File: config.mk
export PLATFORM = sky130hd
export DESIGN_NAME = fm_vin_timing_detect_flat
export DESIGN_NICKNAME = d
export VERILOG_FILES = /design/src/rtl/fm_vin_timing_detect_if.sv /design/src/rtl/fm_vin_timing_detect.sv /design/src/flat_wrapper.sv
export SDC_FILE = /design/constraint.sdc
export NUM_CORES = 1
export LEC_CHECK = 0
export CORE_UTILIZATION = 60
export DETAILED_ROUTE_END_ITERATION = 6
export PLACE_DENSITY = 0.91
export RECOVER_POWER = 25
export SYNTH_ARGS = -nofsm -noshare
export SYNTH_HDL_FRONTEND = slang
export SYNTH_SLANG_ARGS = --single-unit
File: constraint.sdc
create_clock -name clk_sys -period 5.8 [get_ports clk_sys]
set_input_delay 0.87 -clock clk_sys [delete_from_list [all_inputs] [get_ports clk_sys]]
set_output_delay 0.87 -clock clk_sys [all_outputs]
set_load 0.05 [all_outputs]
File: src/rtl/fm_vin_timing_detect_if.sv
// Video input sync bundle and the measured timing results.
// The source drives syncs/DE; the detector returns timing.
interface fm_vin_timing_detect_if #(
    parameter int P_CNT_W = 12
) ();
    logic               i_hsync;
    logic               i_vsync;
    logic               i_de;
    logic [P_CNT_W-1:0] o_h_total;
    logic [P_CNT_W-1:0] o_h_active;
    logic [P_CNT_W-1:0] o_v_total;
    logic [P_CNT_W-1:0] o_v_active;
    logic               o_frame_start;
    logic               o_locked;

    modport master (
        output i_hsync, i_vsync, i_de,
        input  o_h_total, o_h_active,
        input  o_v_total, o_v_active,
        input  o_frame_start, o_locked
    );

    modport slave (
        input  i_hsync, i_vsync, i_de,
        output o_h_total, o_h_active,
        output o_v_total, o_v_active,
        output o_frame_start, o_locked
    );
endinterface

File: src/rtl/fm_vin_timing_detect.sv
// Measures line/frame geometry of an incoming video stream
// and declares lock once consecutive frames agree.
module fm_vin_timing_detect #(
    parameter int P_CNT_W       = 12,
    parameter int P_LOCK_FRAMES = 2
) (
    input logic                   clk_sys,
    input logic                   rst_x,
    fm_vin_timing_detect_if.slave vin
);
    typedef enum logic [1:0] {
        SEARCH = 2'd0,
        TRACK  = 2'd1,
        LOCKED = 2'd2
    } state_e;

    typedef logic [P_CNT_W-1:0]   cnt_t;
    typedef logic [4*P_CNT_W-1:0] tup_t;

    localparam cnt_t       CNT_MAX = '1;
    localparam logic [3:0] LOCK_N  = 4'(P_LOCK_FRAMES);

    function automatic cnt_t sat_inc(cnt_t v);
        return (v == CNT_MAX) ? v : v + cnt_t'(1);
    endfunction

    logic   hs1_q, vs1_q, de1_q, hs2_q, vs2_q;
    cnt_t   h_cnt_q, h_cnt_d;
    cnt_t   de_cnt_q, de_cnt_d;
    cnt_t   last_len_q, last_len_d;
    cnt_t   v_cnt_q, v_cnt_d;
    cnt_t   va_cnt_q, va_cnt_d;
    cnt_t   ha_max_q, ha_max_d;
    logic   sat_q, sat_d;
    state_e state_q, state_d;
    logic [3:0] m_q, m_d;
    tup_t   ref_q, ref_d;
    tup_t   out_q, out_d;
    logic   fs_q, fs_d;
    logic   lk_q, lk_d;

    logic       hs_rise, vs_rise;
    logic       frame_sat, match;
    logic [3:0] m_inc;
    tup_t       tuple;

    assign hs_rise = hs1_q & ~hs2_q;
    assign vs_rise = vs1_q & ~vs2_q;

    // Line-end update happens first so a coincident vsync
    // rise sees the line that just closed.
    always_comb begin
        h_cnt_d    = sat_inc(h_cnt_q);
        de_cnt_d   = de1_q ? sat_inc(de_cnt_q) : de_cnt_q;
        last_len_d = last_len_q;
        v_cnt_d    = v_cnt_q;
        va_cnt_d   = va_cnt_q;
        ha_max_d   = ha_max_q;
        if (hs_rise) begin
            h_cnt_d    = cnt_t'(1);
            de_cnt_d   = cnt_t'(de1_q);
            last_len_d = h_cnt_q;
            v_cnt_d    = sat_inc(v_cnt_q);
            if (de_cnt_q != '0)
                va_cnt_d = sat_inc(va_cnt_q);
            if (de_cnt_q > ha_max_q)
                ha_max_d = de_cnt_q;
        end
        sat_d = sat_q
              | (h_cnt_d == CNT_MAX)
              | (de_cnt_d == CNT_MAX)
              | (v_cnt_d == CNT_MAX)
              | (va_cnt_d == CNT_MAX);
        frame_sat = sat_d;
        tuple = {last_len_d, ha_max_d,
                 v_cnt_d, va_cnt_d};
        if (vs_rise) begin
            v_cnt_d  = '0;
            va_cnt_d = '0;
            ha_max_d = '0;
            sat_d    = 1'b0;
        end
    end

    always_comb begin
        state_d = state_q;
        m_d     = m_q;
        ref_d   = ref_q;
        out_d   = out_q;
        fs_d    = 1'b0;
        m_inc   = m_q + 4'd1;
        match   = (tuple == ref_q) && !frame_sat;
        if (vs_rise) begin
            fs_d  = 1'b1;
            ref_d = tuple;
            unique case (state_q)
                SEARCH: begin
                    state_d = TRACK;
                    m_d     = '0;
                end
                TRACK: begin
                    out_d = tuple;
                    if (match) begin
                        m_d = m_inc;
                        if (m_inc >= LOCK_N)
                            state_d = LOCKED;
                    end else begin
                        m_d = '0;
                    end
                end
                LOCKED: begin
                    out_d = tuple;
                    if (!match) begin
                        state_d = TRACK;
                        m_d     = '0;
                    end
                end
                default: begin
                    state_d = SEARCH;
                    m_d     = '0;
                end
            endcase
        end else if (v_cnt_q == CNT_MAX) begin
            // No vsync for a whole line-counter range.
            state_d = SEARCH;
            m_d     = '0;
        end
        lk_d = (state_d == LOCKED);
    end

    always_ff @(posedge clk_sys) begin
        if (rst_x) begin
            hs1_q      <= 1'b0;
            vs1_q      <= 1'b0;
            de1_q      <= 1'b0;
            hs2_q      <= 1'b0;
            vs2_q      <= 1'b0;
            h_cnt_q    <= '0;
            de_cnt_q   <= '0;
            last_len_q <= '0;
            v_cnt_q    <= '0;
            va_cnt_q   <= '0;
            ha_max_q   <= '0;
            sat_q      <= 1'b0;
            state_q    <= SEARCH;
            m_q        <= '0;
            ref_q      <= '0;
            out_q      <= '0;
            fs_q       <= 1'b0;
            lk_q       <= 1'b0;
        end else begin
            hs1_q      <= vin.i_hsync;
            vs1_q      <= vin.i_vsync;
            de1_q      <= vin.i_de;
            hs2_q      <= hs1_q;
            vs2_q      <= vs1_q;
            h_cnt_q    <= h_cnt_d;
            de_cnt_q   <= de_cnt_d;
            last_len_q <= last_len_d;
            v_cnt_q    <= v_cnt_d;
            va_cnt_q   <= va_cnt_d;
            ha_max_q   <= ha_max_d;
            sat_q      <= sat_d;
            state_q    <= state_d;
            m_q        <= m_d;
            ref_q      <= ref_d;
            out_q      <= out_d;
            fs_q       <= fs_d;
            lk_q       <= lk_d;
        end
    end

    assign vin.o_h_total     = out_q[4*P_CNT_W-1:3*P_CNT_W];
    assign vin.o_h_active    = out_q[3*P_CNT_W-1:2*P_CNT_W];
    assign vin.o_v_total     = out_q[2*P_CNT_W-1:P_CNT_W];
    assign vin.o_v_active    = out_q[P_CNT_W-1:0];
    assign vin.o_frame_start = fs_q;
    assign vin.o_locked      = lk_q;
endmodule

File: src/flat_wrapper.sv
// flat-port wrapper written by rule: the top's interface ports become plain ports
module fm_vin_timing_detect_flat 
#(
    parameter int P_CNT_W       = 12,
    parameter int P_LOCK_FRAMES = 2
)
  (clk_sys, rst_x, vin_i_hsync, vin_i_vsync, vin_i_de, vin_o_h_total, vin_o_h_active, vin_o_v_total, vin_o_v_active, vin_o_frame_start, vin_o_locked);
  fm_vin_timing_detect_if #(.P_CNT_W(P_CNT_W)) vin_i ();
  input logic clk_sys;
  input logic rst_x;
  input wire logic [$bits(vin_i.i_hsync)-1:0] vin_i_hsync;
  input wire logic [$bits(vin_i.i_vsync)-1:0] vin_i_vsync;
  input wire logic [$bits(vin_i.i_de)-1:0] vin_i_de;
  output wire logic [$bits(vin_i.o_h_total)-1:0] vin_o_h_total;
  output wire logic [$bits(vin_i.o_h_active)-1:0] vin_o_h_active;
  output wire logic [$bits(vin_i.o_v_total)-1:0] vin_o_v_total;
  output wire logic [$bits(vin_i.o_v_active)-1:0] vin_o_v_active;
  output wire logic [$bits(vin_i.o_frame_start)-1:0] vin_o_frame_start;
  output wire logic [$bits(vin_i.o_locked)-1:0] vin_o_locked;
  assign vin_i.i_hsync = vin_i_hsync;
  assign vin_i.i_vsync = vin_i_vsync;
  assign vin_i.i_de = vin_i_de;
  assign vin_o_h_total = vin_i.o_h_total;
  assign vin_o_h_active = vin_i.o_h_active;
  assign vin_o_v_total = vin_i.o_v_total;
  assign vin_o_v_active = vin_i.o_v_active;
  assign vin_o_frame_start = vin_i.o_frame_start;
  assign vin_o_locked = vin_i.o_locked;
  fm_vin_timing_detect #(.P_CNT_W(P_CNT_W), .P_LOCK_FRAMES(P_LOCK_FRAMES)) u_core (.clk_sys(clk_sys), .rst_x(rst_x), .vin(vin_i));
endmodule
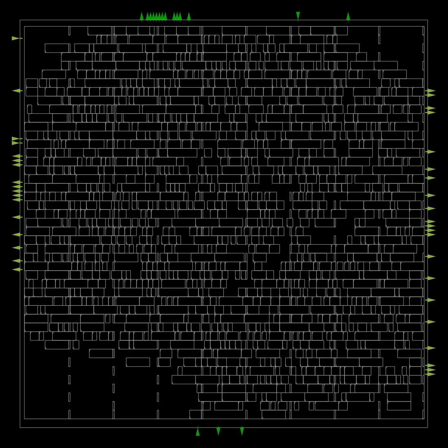
**Above:** placed standard cells.
Layout Utilization: 0.6878
Seq Cell Count: 182
register fraction of the total cell area: 0.3472
area of the core: 15260 um^2

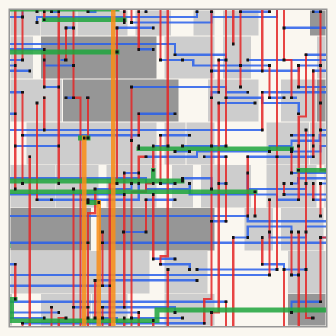
**Above:** zoomed window.
Window x 85 to 105, y 85 to 105 um. Cells in gray, sequential cells in the stronger gray; small squares are vias.
green -> M3
red -> M2
blue -> M1
orange -> M4
netlist names of flops here include = u_core.ref_q (2)
sequential cells in the window = 4
cells with their middle in the window = 34
most frequent = dfxtp_1 (4), xnor2_1 (3), nor2_1 (3)

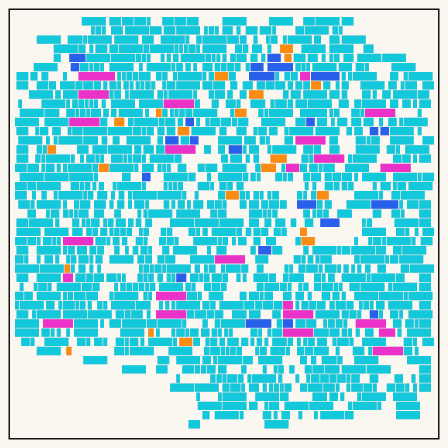
**Above:** drive-strength map.
magenta -> x6 and larger  # cells 23, most used clkbuf_16
orange -> x2  # cells 21, most used mux2_2
blue -> x3 and x4  # cells 23, most used buf_4
cyan -> x1 and smaller  # cells 1106, most used nor2_1
setup slack of the critical path after layout: 1.248 ns
count of non-CTS buffers in the layout: 61

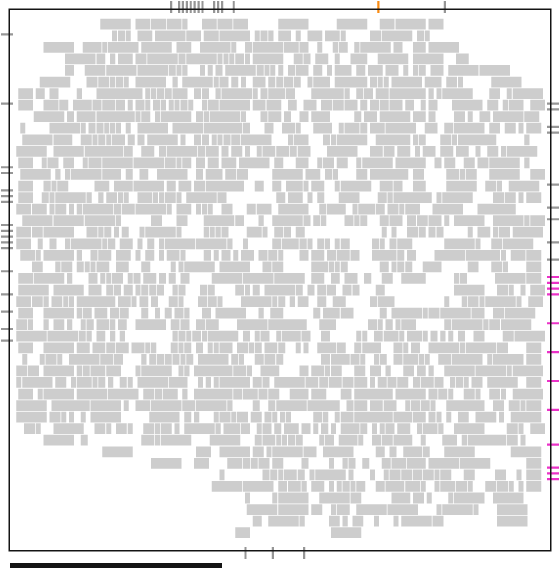
**Above:** ports around the boundary.
Bar = 50 um. Pins as bars across the die edge, other pins in gray.
orange -> vin_i_hsync  # pins 1, direction input, edge top
magenta -> vin_o_h_active  # pins 12, direction output, edge right
all pins by edge = 21 right, 17 left, 14 top, 3 bottom
die boundary height: 127.1 um
die boundary width: 127.1 um
count of input and output buffers: 54

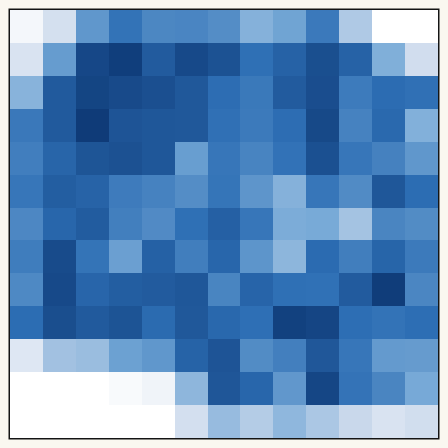
**Above:** local utilization.
The die is cut into 13 by 13 equal tiles; white is low, dark blue is high, 0 to 100% covered.
emptiest ninth of the die = lower left
tiles over 75% full = 39%
fullest tile = 95%
nearly empty tiles = 5.9%
fp_density: 0.6155

==> flow_summary.toml <==
# flow metrics
[critical_path]
critPathTopFamily = "buffers and inverters"
r2r_end = "u_core.state_q[0]"
critPathKind = "in2reg"
worstSetupEndpointType = "register"
critical-path-slowest-cell = "sky130_fd_sc_hd__clkbuf_1"
critical_path_cell_sequence = "clkbuf_1 -> nand2b_1 -> clkbuf_1 -> nor2_1"
regToRegSetupSlack_ns = 1.66
worstPathBufferInverterCount = 2
max_stage_delay_ns = 1.92
critPathArrivalTime_ns = 4.78
worstReg2RegStart = "u_core.de_cnt_q[5]"
crit_required_ns = 6.03
path_max_fanout = 66
r2r.worst_path.cells = 11
worstSetupStartpointType = "input pin"

[sta]
period_used_share = 0.7849
report.final.slew_viol_count = 105
worst_slew_pin_tran_ns = 2.747
number_of_setup_violations_in_the_final_report = 0
finalWorstPathRequiredPeriod_ns = 4.552
fmax_ghz = 0.2197
clock_skew_ns = 0.01123
finalHoldViolCount = 0
grt_setup_unrepaired = "false"
timing.slew.headroom = -0.8315

[global_route]
grt_max_degree = 82
globalRouteTotalUtil = 0.3169
grt_pass1_vias = 8002
global_route_wire_length_before_repair_um = 40520
globalRouteOverflowTotal = 0

[clock_network]
cts_buffers = 17
clk_pin_slew_worst_paths_ns = 0.07
clkLatencyLatePin_ns = 0.44
cts_resized = 0
sinks_on_clock_net = 182
htree_num_levels = 4
cts_tree = "done"

[synth]
synthCells = 1156
ys_seq_frac = 0.3880
ys.flops = 182
netlist_area_um2 = 9392
count_leader_synth = "sky130_fd_sc_hd__nor2_1"
synth.distinct_cells = 84
synth_stat.cells = 1156
fa_ha_area_frac = 0.03171
mappedNetlistNets = 1184
yosys-dominant-comb-family = "simple AND/OR/NAND/NOR gates"
synth_area_leader_cell = "sky130_fd_sc_hd__dfxtp_1"
avgSynthCellArea_um2 = 8.124
ys_warn_count = 0
yosys_area_um2 = 9392
post-synth-top-area-fraction = 0.3880
top_cells_by_area = "sky130_fd_sc_hd__dfxtp_1 (39%), sky130_fd_sc_hd__nor2_1 (7.7%), sky130_fd_sc_hd__a211oi_1 (5.9%)"
synthArstFlopShare = 0

[finish]
final_layout_top_logic_cell = "sky130_fd_sc_hd__nor2_1"
largest_registers = "u_core.out_q x48, u_core.ref_q x48"
final_design_area_no_fill_um2 = 10500
design.final.nets = 1188
flow.area_growth_from_synthesis_pct = 11.75
proportion_of_layout_cells_with_a_drive_suffix_above_1 = 0.05712
diodes = 0
layout_top_cells = "sky130_fd_sc_hd__nor2_1 (193), sky130_fd_sc_hd__dfxtp_1 (182), sky130_fd_sc_hd__nand2_1 (90), sky130_fd_sc_hd__a211oi_1 (74), sky130_fd_sc_hd__a21oi_1 (68)"
post_layout_nonfiller_instances = 1384

[placement]
detailedPlacementHpwl_um = 17430
final_estimated_routing_congestion_in_global_placement = 1.016
placed_cell_area_um2 = 9940
place_worst_setup_slack_ns = 1.877

[floorplan]
fp.dieArea_um2 = 16160

[detailed_routing]
wl_per_cell_um = 17.90
detailedRoute.firstIterationViolations = 1034
drt_pre_antenna_iters = 7
drt_wl_total_um = 24770
route.vias.total = 8752
vias_per_cell = 6.324
post-route-drc-count = 0

[status]
failed_checks = "capacitance limit, slew limit"
outcome = "finished, violations left"

[min_path]
min_path_cells = 2
timing.hold.worst_endpoint = "u_core.ref_q[7]"
min_path_type = "reg2reg"
hold_start = "u_core.ref_q[7]"

[power]
p_leak_nw = 3.571
worst_ir_drop_vdd_mv = 0.2874
finalPower_mw = 2.664
power-per-cell-area_nw_per_um2 = 253.8

[job]
drv_cap = 2
tool_warnings = 31
## worst max path at each step
| stage | from | end | slack (ns) | cells after the start |
|---|---|---|---|---|
| floorplan | u_core.de_cnt_q[0] | u_core.m_q[3] | 2.36 | 12 |
| global placement | u_core.de_cnt_q[7] | u_core.m_q[3] | 1.98 | 11 |
| detailed placement | u_core.v_cnt_q[0] | u_core.m_q[0] | 1.88 | 12 |
| CTS | u_core.v_cnt_q[0] | u_core.m_q[0] | 1.80 | 12 |
| global route | rst_x | u_core.v_cnt_q[0] | 0.95 | 4 |
| finish | rst_x | u_core.v_cnt_q[0] | 1.25 | 4 |
## worst reg2reg max path, cell delays in order (launching register included)
cell	delay, ns
sky130_fd_sc_hd__dfxtp_1	0.59
sky130_fd_sc_hd__ha_1	0.33
sky130_fd_sc_hd__a41o_1	0.24
sky130_fd_sc_hd__a21oi_1	0.20
sky130_fd_sc_hd__nor2_1	0.12
sky130_fd_sc_hd__or3_1	0.47
sky130_fd_sc_hd__nand2b_1	0.69
sky130_fd_sc_hd__o2111a_1	0.36
sky130_fd_sc_hd__nand4_1	0.17
sky130_fd_sc_hd__nor3_2	0.40
sky130_fd_sc_hd__a22oi_1	0.18
sky130_fd_sc_hd__nor2b_1	0.16
## power by group
group	switching, mW	internal (mW)
clock	0.523	0.608
combinational	0.146	0.0788
sequential	0.0316	1.28
total	0.700	1.96
## final cells by class
cell class                 instances  area, um^2  share of cell area
timing repair buffer              61       580.6             0.05532
tap                              211       264.0             0.02515
sequential                       182        3643              0.3472
clock inverter                    13       122.6             0.01168
multi-input combinational        849        5258              0.5010
inverter                          49       183.9             0.01752
clock buffer                      19       442.9             0.04220
## layer usage
layer,routed length (um),GRT usage
met3,2183,0.06365
met5,0,0
met2,11170,0.5029
met4,879,0.1387
met1,10540,0.4193
Power figures rest on the tool's default switching activity, not on a simulated workload.
